==> run_1/ff_map.png <==
Scale bar: 50 µm.
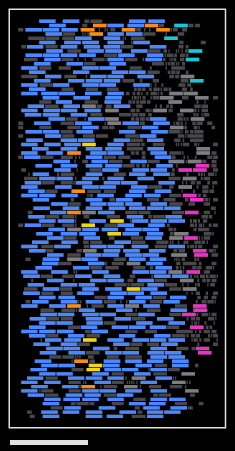
==> run_1/congestion_map.png <==
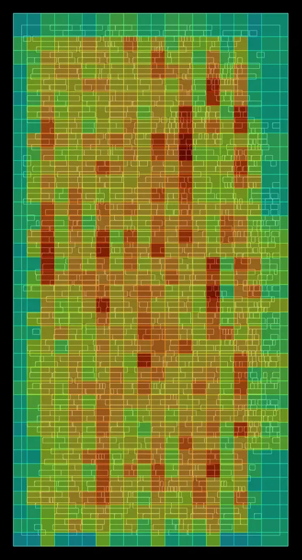
==> run_1/gates.png <==
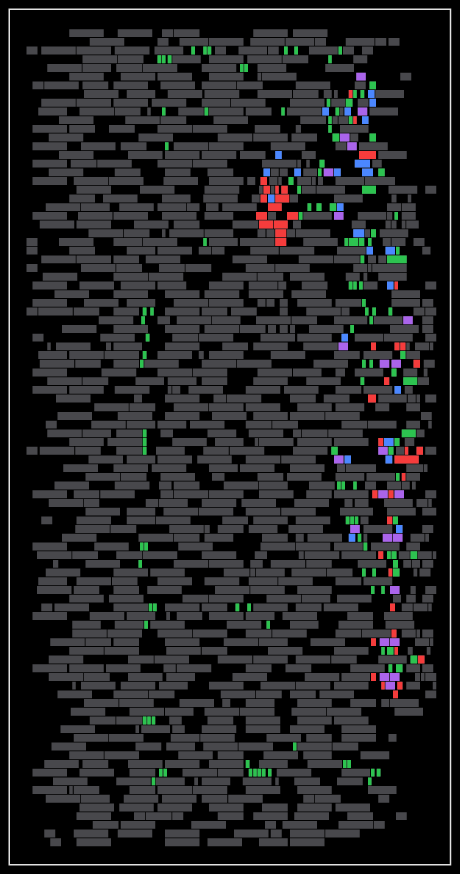
Design dac_sample_sequencer, sky130hd; sources not shown.
==> run summary, run 1 <==
Here are the numbers from the latest Yosys + OpenROAD run.

The layout report lists the clock-cell share of area as under 10%. Ranked by total cell area, the synthesized netlist is headed by sky130_fd_sc_hd__edfxtp_1 (63%), sky130_fd_sc_hd__mux4_2 (15%), sky130_fd_sc_hd__dfrtp_1 (10%). The switching fraction of total power came out at 20.3%. The count of library flops with an enable pin came out at roughly 380. Summed over all nets, wire length on met2 after detailed routing comes to about 22000 µm. Entering global routing, the biggest net connects about 56 pins. In this run, synthesis produced a sequential element count of between 400 and 500. In this run the clock root is driven by a sky130_fd_sc_hd__clkbuf_16. In the final layout, the clock buffer count is just over 50. The stage logs contain a warning count of 36.

The top cell type by instance count after synthesis is sky130_fd_sc_hd__edfxtp_1. The first routing iteration left 662 violations. The kind of critical path is input pin to output port.

The number of fillers in the final layout came out at 2300. The top cell type by area accounts for 62.5% of the synthesized area. Setup repair after global routing left no endpoint under its margin. The part of the power in combinational logic came out at 1.9%. The relative max-transition margin came out at about a third.

Ranked by power, first place goes to sequential cells. Summing the areas of all xor and xnor instances in the mapped netlist gives around 1.1% of the synthesized area. The flop count came out at 462.

The area of the multi-input gates is between 4000 and 5000 µm². The total routing usage reported by global routing came out at around 22%. The number of port buffers came out at 61. The worst voltage drop across the vdd grid is 277 µV. For the pin with the worst max-slew slack, the measured transition is around 1.0 ns. The horizontal die dimension came out at roughly 140 µm. The required time reported for the critical path endpoint came out at 5.20 ns. The cell resize tally after clock tree synthesis is 0. The number of antenna violations at the first check in global routing is 0. The clock network power reported by the tool is approximately 0.0024 W.

The number of global-route vias before repair is roughly 9500. After floorplanning, the core was sized to cover 33000 µm². The initial core utilization came out at a little under three fifths. In the layout the commonest cells are sky130_fd_sc_hd__edfxtp_1 (384), sky130_fd_sc_hd__mux4_2 (120), sky130_fd_sc_hd__nand2_1 (97). The cell total after placement is around 1400. The clock sink total came out at ~460.

The post-synthesis mux area share is ~16%. The post-synthesis instance area is 18400 µm². The proportion of synthesized flip-flops having asynchronous set or reset came out at between 10% and 20%.

The hold violation total from the final report came out at 0. According to the timing report, the arrival time at the worst endpoint equals a little over 3 ns. Per the timing report, the achievable frequency comes out to between 200 and 250 MHz. The synthesized netlist net count came out at roughly 1000. The wire length reported by the detailed router is between 30000 and 40000 µm. The relative area change from synthesis to final layout came out at 13.9%. The non-clock inverter count in the final layout is 30. The routed via count divided by cell count is between 5 and 6. The analysis attributes to net switching a power of approximately 0.0012 W. Per the CTS log, the maximum H-tree level is 2.

The yosys synthesis warning count came out at 0. The clock-pin slew of the registers on the worst-case setup and hold paths came out at approximately 0.070 ns. The share of final-layout standard cells stronger than drive strength 1 came out at 23.8%. STA classifies the critical path startpoint as an input pin. By area, the combinational part of the netlist is dominated by multiplexers. Combinational power for this build is around 0.00012 W. The yosys stat cell total came out at about 950. For this run, the leading register cell type out of synthesis is sky130_fd_sc_hd__edfxtp_1. Setup slack closes at 2.09 ns. The cell kind with the greatest summed area is sequential cells. Per the synthesis report, the dominant area consumer among library cells is sky130_fd_sc_hd__edfxtp_1. 0 antenna diodes ended up in the layout. After detailed routing, the number of remaining DRC violations is 0.

The floorplan has 94 rows. The fraction of power consumed by the clock network came out at just under 40%. According to the hold report, the worst path is of the flip-flop to flip-flop type. The met2 track utilization from global routing is a little over 40%. The die area came out at around 37000 µm².

The yosys-reported design area after synthesis is roughly 18000 µm². Per the GRT log, the top usage layer is met2. The worst setup path is captured at an output port. The clock arrives with between 0.01 and 0.015 ns of skew. The routed design could run at a clock period as short as 4.41 ns. The share of the clock period used by the worst path after layout is a little under 70%. Ranked by instance count, the synthesized netlist is headed by sky130_fd_sc_hd__edfxtp_1 (384), sky130_fd_sc_hd__mux4_2 (120), sky130_fd_sc_hd__nand2_1 (97). The wire length on met3 is 1540 µm.

The average instance area after synthesis came out at roughly 20 µm². The first-pass GRT wire length came out at about 60000 µm. In the final layout, non-clock buffers account for between 3 and 4% of the cell area. The final RePlAce weighted congestion came out at around 0.77. The maximum fanout along the worst path is 18. The wire length on met1 came out at around 15000 µm. The flow ran to the end, and the final reports show no timing, DRC or antenna violations. The number of cells on the worst reg-to-reg path is 9. The part of the Yosys area used for sequential elements came out at approximately 73%. Buffers inserted to repair hold after CTS numbered 0.

Prior to clock tree synthesis, the placed netlist has a worst setup slack of between 1.5 and 2 ns. The total setup violations reported at the end of the flow is 0.
About ff_map.png:
[cyan] u_fifo.level | flops: 5 | where: north-east
[blue] u_fifo.mem | flops: 384
[magenta] tick_cnt | flops: 16
[yellow] b1_q | flops: 8
[orange] dac_data2 | flops: 12
not coloured: 37
share of the core filled with cells: 63.6%
Seq power: 0.00355 W
FF/Latch Area: 13500 µm²
flop share of the area: 64.2%

About congestion_map.png:
met1 track demand over resource in global routing: 28.4%
average wire per standard cell: 26.2 µm
M3 GR Usage: 2.38%

About gates.png:
[red] nor cells | cells: 42
[purple] xor and xnor cells | cells: 23
[green] nand cells | cells: 126
[blue] and/or cells | cells: 24
Finished Layout Cells: 1497
most used logic cell in the final layout: sky130_fd_sc_hd__edfxtp_1
Comb/total area: 22.4%

==> run 1: per-stage QoR <==
| stage | power, W | hold slack (ns) | instance area (µm²) | util (%) |
|---|---|---|---|---|
| after floorplan | 0.00362 | 0.497 | 18400 | - |
| after global placement | 0.00372 | 0.451 | 19700 | 59.6 |
| after detailed placement | 0.00374 | 0.455 | 19700 | 59.6 |
| after CTS | 0.00616 | 0.471 | 21000 | 63.6 |
| after global routing | 0.00633 | 0.504 | 21000 | 63.6 |
| final | 0.00610 | 0.466 | 21000 | 63.6 |
==> run 1: worst max-delay path: stages <==
cell and delay, ns:
sky130_fd_sc_hd__clkdlybuf4s50_1 0.76, sky130_fd_sc_hd__buf_4 0.30, sky130_fd_sc_hd__a21boi_0 0.38, sky130_fd_sc_hd__buf_4 0.37
==> run_1/clock_wires.png <==
Scale bar: 50 µm.
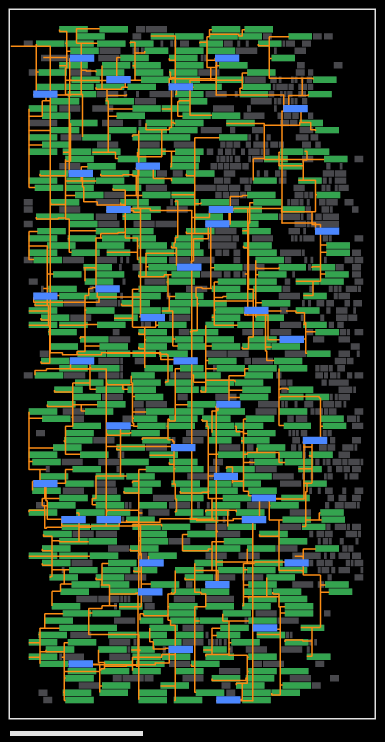

--- run 2 (diff from run 1) ---
==> constraint.sdc (replaced) <==
create_clock -name clk -period 3.84 [get_ports clk]
set_input_delay 0.768 -clock clk [delete_from_list [all_inputs] [get_ports clk]]
set_output_delay 0.768 -clock clk [all_outputs]
set_load 0.1 [all_outputs]
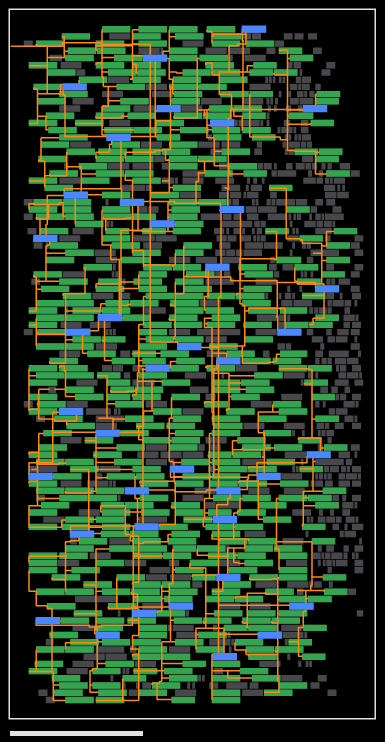
(run_2/clock_wires.png)
Scale bar: 50 µm.
[blue] clock-net drivers | count: 39
[green] flip-flops | count: 462
[orange] clock wires | length: 4910 µm
routed clock nets: 40
power share of the clock group: 40.7%
Clock Skew: 0.0153 ns
Late-Pin Clk Latency: 0.55 ns

==> run 2 against run 1 <==
Effect of this change: register-to-register slack worse by 2.1 ns; first-iteration DRC count is 23% higher; combinational power is 73% higher; synthesized cell count stayed put; largest power group unchanged; sequential share of layout area is 1.1 points lower; flip-flop count stayed put; critical path depth is 6 higher; via count is 0.65% higher; cell count is 0.60% higher; wire length is 0.55% lower.
==> run summary, run 2 <==
Here are the numbers from the latest Yosys + OpenROAD run.

The share of the clock period used by the worst path after layout is 78.7%. In the final layout, clock buffers and inverters account for ~6.5% of the cell area. The yosys-reported design area after synthesis came out at ~18000 µm². The post-route standard cell area excluding fillers came out at between 20000 and 25000 µm². The final layout report lists a clock buffer count of 48.

The peak clock frequency supported by timing came out at between 300 and 400 MHz. The yosys synthesis warning count is 0. The number of design rule violations left after detail routing came out at 0.

The number of cells on the worst reg-to-reg path came out at 8. The group that draws the most power in this run is sequential cells. The count of library flops with an enable pin came out at 384. The top cell type by instance count after synthesis is sky130_fd_sc_hd__edfxtp_1. The synthesized netlist net count came out at between 1000 and 1500. On the reported timing paths, the clock transition at the registers reads 0.07 ns. Per report_power, the sequential group accounts for 57.3% of the total. The part of the Yosys area used for sequential elements is approximately three quarters.

The core area is about 33000 µm². The number of fillers in the final layout came out at 2217. Registers represent a cell area share of between 60% and 70%. The horizontal die dimension came out at 137 µm. The worst path setup slack after routing is about 0.82 ns. In the final layout, flip-flops and latches occupy about 13000 µm². The maximum fanout along the worst path is 12. The clock tree root buffer cell is sky130_fd_sc_hd__clkbuf_16. The relative area change from synthesis to final layout came out at 15.9%. The final worst hold slack is approximately 0.29 ns. The relative max-transition margin is between 20 and 25%. The most common logic cell in the final layout is sky130_fd_sc_hd__edfxtp_1. For this run, the script counts the antenna cells in the layout as 1. The number of port buffers is between 60 and 70. The pre-CTS worst setup slack is around 0.23 ns. The first-pass GRT wire length came out at a little under 60000 µm.

The switching fraction of total power is 20.4%. The number of logged tool warnings came out at 37. The clock network power is between 0.004 and 0.005 W. The fraction of cell area in non-clock buffers came out at 5.13%. The signal arrival time at the worst endpoint is roughly 3.5 ns. The top cell types in the final layout, fill and taps aside, are sky130_fd_sc_hd__edfxtp_1 (384), sky130_fd_sc_hd__mux4_2 (120), sky130_fd_sc_hd__nand2_1 (97). Counting instances in the post-synthesis netlist gives the leading cell types as sky130_fd_sc_hd__edfxtp_1 (384), sky130_fd_sc_hd__mux4_2 (120), sky130_fd_sc_hd__nand2_1 (97). On the critical path, the stage with the largest delay is an instance of sky130_fd_sc_hd__or4b_4. In this run the biggest area consumer among cell types represents a little over three fifths of the synthesized area. Summing all placed instances gives a cell area of 20000 µm². The slew at the pin closest to its max-slew limit came out at roughly 1.1 ns. The number of global-route vias before repair came out at ~9500. The yosys stat cell total came out at 945. Combinational logic burns ~2.0% of the power. Sorting the synthesized cells by area gives the leading types as sky130_fd_sc_hd__edfxtp_1 (63%), sky130_fd_sc_hd__mux4_2 (15%), sky130_fd_sc_hd__dfrtp_1 (10%). The synthesis report names the predominant flop master as sky130_fd_sc_hd__edfxtp_1. The worst voltage drop across the vdd grid came out at around 430 µV. Among all stages on the critical path, the maximum delay recorded is 0.52 ns. The logic gate fraction of the total cell area came out at around 22%. TritonCTS built the clock tree. There are ~460 flip-flops and latches. STA classifies the critical path startpoint as an input pin.

The flow ran to the end, and the final reports show no timing, DRC or antenna violations. The total power after layout is 0.0105 W. The hold violation total from the final report came out at 0. After its last routability iteration, the placer logged a weighted congestion of roughly 0.76.

The time the final worst path needs with I/O delays and setup came out at 3.02 ns. Post-CTS repair changed the size of 0 cells. The synthesis-stage register bit count is 462.

The biggest slice of the area belongs to sequential cells. The hold buffer count at CTS is 0. The die area came out at between 30000 and 40000 µm². Non-clock inverters in the final layout number 30. The share of final-layout standard cells stronger than drive strength 1 came out at approximately a quarter. The capturing element type of the critical path is a flip-flop. The number of placed instances, taps included, is 1433. The average instance area after synthesis is approximately 20 µm².

The largest net degree at the start of global routing is roughly 100. The area of the multi-input gates is 4730 µm². Row generation in the floorplan step produced about 94 rows.

The path class of the tightest hold or removal check is input pin to async pin. The final cell count without fillers is 1506. For reference, the critical path cell chain is clkdlybuf4s50_1, inv_1, ha_1, nand4_1, nor4_4, nand3_4, buf_4, or4b_4, nand4_2, nor4b_2. The clock H-tree reported by CTS has 2 levels.

The wire length reported by the detailed router is 39100 µm. The library cell occupying the most area in the post-synthesis netlist is sky130_fd_sc_hd__edfxtp_1. Before placement the cells fill ~56% of the core.
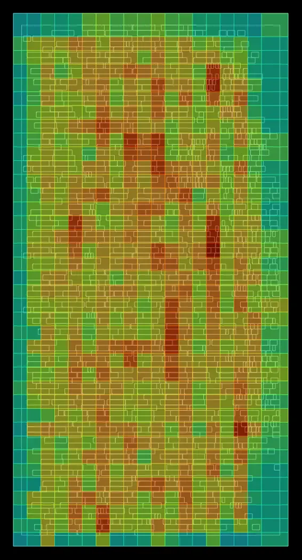
(run_2/congestion_map.png)
met2 Usage GRT: 39.2%
most utilized layer in the global route result: met2
average wire per standard cell: 25.9 µm
Overall Global Routing Usage: 22.3%
share of the core filled with cells: 64.7%

run 2: cell counts after synthesis:
Identical to the previous run, type by type.
run 2: metal layers:
layer / vias to the layer above / wire length, µm / global-route usage (%)
met5: - / 0 / 0
met4: 0 / 792 / 5.29
met3: 53 / 1890 / 2.75
met2: 241 / 21500 / 39.2
met1: 4737 / 14900 / 29.6
li1: 3948 / - / -
run 2: logic make-up (layout without fill, tap and decap cells):
group	count (synthesis)	in the layout	share of synthesized area, %
compound gates	24	24	0.902
xor+xnor	23	23	1.09
fa+ha+maj	32	32	2.17
buf+inv	72	200	1.66
flops	462	462	73.1
mux	140	140	15.9
other cells	0	1	0
simple gates	192	192	5.23
run 2: critical path: cells and delay by family:
family,cells,cell delay [ns]
buffers and inverters,3,0.69
and+or+nand+nor,6,1.71
adders and majority gates,1,0.30
Power and IR drop assume default switching activity.
